===== config.mk =====
export PLATFORM = sky130hd
export DESIGN_NAME = cia_serial_port
export DESIGN_NICKNAME = d
export VERILOG_FILES = /design/src/rtl/cia_pkg.sv /design/src/rtl/cia_serial_port.sv
export SDC_FILE = /design/constraint.sdc
export NUM_CORES = 1
export LEC_CHECK = 0
export CAP_MARGIN = 20
export CORE_UTILIZATION = 56
export DETAILED_ROUTE_END_ITERATION = 12
export PLACE_DENSITY = 0.87
export SETUP_SLACK_MARGIN = 0.02
export SLEW_MARGIN = 20
export SYNTH_ARGS = -nofsm -noshare
export SYNTH_HDL_FRONTEND = slang
export SYNTH_SLANG_ARGS = --single-unit

===== constraint.sdc =====
create_clock -name clk -period 5.5 [get_ports clk]
set_input_delay 0.55 -clock clk [delete_from_list [all_inputs] [get_ports clk]]
set_output_delay 0.55 -clock clk [all_outputs]
set_load 0.03 [all_outputs]

===== src/rtl/cia_pkg.sv =====
// Shared CIA register types and constants used by the register-block modules.
package cia;
  typedef logic [3:0] reg4_t;
  typedef logic [7:0] reg8_t;

  localparam reg4_t SDR_ADDR   = 4'hC;
  localparam int    SP_IRQ_BIT = 3;

  typedef enum logic {SP_IDLE, SP_SHIFT} sp_state_t;
endpackage


===== src/rtl/cia_serial_port.sv =====
// CIA serial data register and 8-bit shifter: MSB-first transmit on timer A underflows,
// receive on CNT rising edges. All state advances on phi2_dn strobes; irq_sp lasts one phi2 period.
module cia_serial_port
  import cia::*;
(
  input  logic  clk,
  input  logic  res,
  input  logic  phi2_dn,
  input  logic  we,
  input  reg4_t addr,
  input  reg8_t data,
  input  logic  spmode,
  input  logic  ta_underflow,
  input  logic  cnt_in,
  input  logic  sp_in,
  output reg8_t sdr,
  output logic  sp_out,
  output logic  cnt_out,
  output logic  irq_sp
);

  sp_state_t  state_q, state_d;
  reg8_t      sdr_q, sdr_d, shreg_q, shreg_d;
  logic [3:0] ctr_q, ctr_d;
  logic       sp_out_q, sp_out_d, cnt_out_q, cnt_out_d, irq_q, irq_d;
  logic       pending_q, pending_d, cnt_prev_q, cnt_prev_d, spmode_q, spmode_d;

  logic  wr, pend_eff, load;
  reg8_t next_byte, shifted;

  always_comb begin
    state_d    = state_q;
    sdr_d      = sdr_q;
    shreg_d    = shreg_q;
    ctr_d      = ctr_q;
    sp_out_d   = sp_out_q;
    cnt_out_d  = cnt_out_q;
    irq_d      = 1'b0;
    pending_d  = pending_q;
    cnt_prev_d = cnt_in;
    spmode_d   = spmode;
    load       = 1'b0;
    wr         = we && (addr == SDR_ADDR);
    pend_eff   = pending_q | wr;
    next_byte  = wr ? data : sdr_q;
    shifted    = {shreg_q[6:0], sp_in};

    if (wr) sdr_d = data;

    if (spmode != spmode_q) begin
      ctr_d     = 4'd0;
      pending_d = 1'b0;
      state_d   = SP_IDLE;
      cnt_out_d = 1'b1;
      sp_out_d  = 1'b1;
    end else if (spmode) begin
      pending_d = pend_eff;
      if (state_q == SP_IDLE) begin
        load = pend_eff;
      end else if (ta_underflow) begin
        cnt_out_d = ~cnt_out_q;
        ctr_d     = ctr_q + 4'd1;
        // Data changes on the falling CNT edge so the receiver samples on the rising one.
        if (cnt_out_q) begin
          sp_out_d = shreg_q[7];
          shreg_d  = {shreg_q[6:0], 1'b0};
        end
        if (ctr_q == 4'd15) begin
          irq_d = 1'b1;
          if (pend_eff) load = 1'b1;
          else          state_d = SP_IDLE;
        end
      end
      if (load) begin
        shreg_d   = next_byte;
        sp_out_d  = next_byte[7];
        pending_d = 1'b0;
        ctr_d     = 4'd0;
        state_d   = SP_SHIFT;
      end
    end else begin
      pending_d = 1'b0;
      state_d   = SP_IDLE;
      cnt_out_d = 1'b1;
      sp_out_d  = 1'b1;
      if (!cnt_prev_q && cnt_in) begin
        shreg_d = shifted;
        // A received byte overrides a coincident bus write.
        if (ctr_q == 4'd14) begin
          sdr_d = shifted;
          irq_d = 1'b1;
          ctr_d = 4'd0;
        end else begin
          ctr_d = ctr_q + 4'd2;
        end
      end
    end
  end

  always_ff @(posedge clk or posedge res) begin
    if (res) begin
      state_q    <= SP_IDLE;
      sdr_q      <= '0;
      shreg_q    <= '0;
      ctr_q      <= '0;
      sp_out_q   <= 1'b1;
      cnt_out_q  <= 1'b1;
      irq_q      <= 1'b0;
      pending_q  <= 1'b0;
      cnt_prev_q <= 1'b1;
      spmode_q   <= 1'b0;
    end else if (phi2_dn) begin
      state_q    <= state_d;
      sdr_q      <= sdr_d;
      shreg_q    <= shreg_d;
      ctr_q      <= ctr_d;
      sp_out_q   <= sp_out_d;
      cnt_out_q  <= cnt_out_d;
      irq_q      <= irq_d;
      pending_q  <= pending_d;
      cnt_prev_q <= cnt_prev_d;
      spmode_q   <= spmode_d;
    end
  end

  assign sdr     = sdr_q;
  assign sp_out  = sp_out_q;
  assign cnt_out = cnt_out_q;
  assign irq_sp  = irq_q;

endmodule


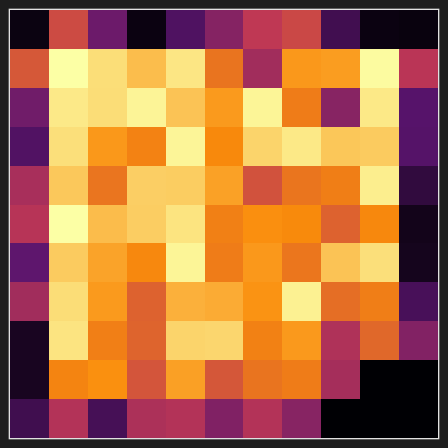
*Cell area per tile*
The die is cut into 11 by 11 equal tiles; black is low, pale yellow is high, 0 to 100% covered.
nearly empty tiles	4.1%
mean over tiles	61%
emptiest ninth of the die	south-east
fullest tile	100%
densest ninth of the die	center

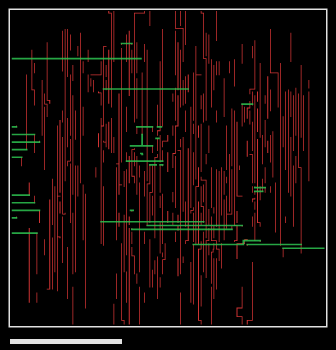
*Routed metal, one color a layer*
Bar = 20 um. Two of the layers only.
layer	color	wire length
M2	red	2020 um
M3	green	177 um
final wirelength: 3850 um
GRT Resource Usage Total: 26.3%
total number of vias: 1369
drt wl/cell: 17.2 um

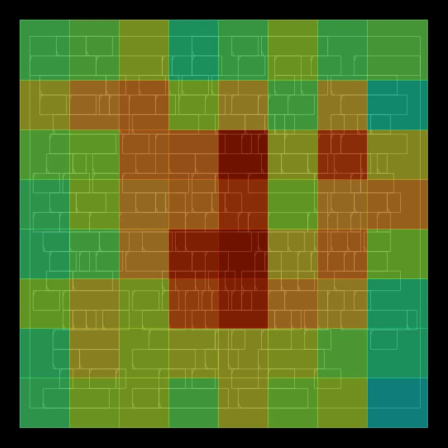
*Track usage over the die*
met3 GRT Util: 2.30%
met2 usage: 46.4%

==> flow_metrics.env <==
# implementation run metrics
export IMPL_buffers_excl_clock=30
export IMPL_postSynthAreaPerCell_um2=10.1
export IMPL_synthDistinctLibCells=43
export IMPL_ys_sh_adder_pct=2.99
export IMPL_gp_congestion=0.861
export IMPL_nets=218
export IMPL_final_cell_mix="clkdlybuf4s50_1 (30), dfrtp_1 (24), mux2i_1 (15), nand2_1 (14)"
export IMPL_p_total_mw=0.574
export IMPL_core_area_um2=2810
export IMPL_status="finished, final reports clean"
export IMPL_htree_num_levels=1
export IMPL_mux_area_share_pct=18.2
export IMPL_holdCritPathClass="flop to flop"
export IMPL_tightest_slew_ns=0.663
export IMPL_syn_to_final_growth_pct=19.4
export IMPL_cts_buffers=3
export IMPL_worstSetupPathType="primary input to flop"
export IMPL_simple_gate_share_pct=14.2
export IMPL_cp_start_kind="primary input"
export IMPL_io_buffers=30
export IMPL_required_ns=5.74
export IMPL_p_comb_mw=0.201
-- per-layer routing --
layer	wire (um)	GRT usage (%)	part of all wire, %
met5	0	0	0
met1	1610	33.5	42
met3	176	2.30	4.6
met2	2020	46.4	52
met4	51	9.29	1.3
-- cell usage after synthesis, types with 3 or more instances --
library cell | count | area share (%)
dfstp_2 | 3 | 4.7
nor2_1 | 10 | 2.2
inv_1 | 11 | 2.5
mux2_2 | 10 | 6.7
nand2_1 | 14 | 3.1
ha_1 | 4 | 3.0
dfrtp_1 | 24 | 36
a211oi_1 | 5 | 2.2
nand3_1 | 4 | 1.2
clkbuf_1 | 4 | 0.90
mux2i_1 | 15 | 9.0
a21o_1 | 6 | 2.7
o21ai_0 | 7 | 2.1
a21oi_1 | 9 | 2.7
a31oi_1 | 3 | 1.1
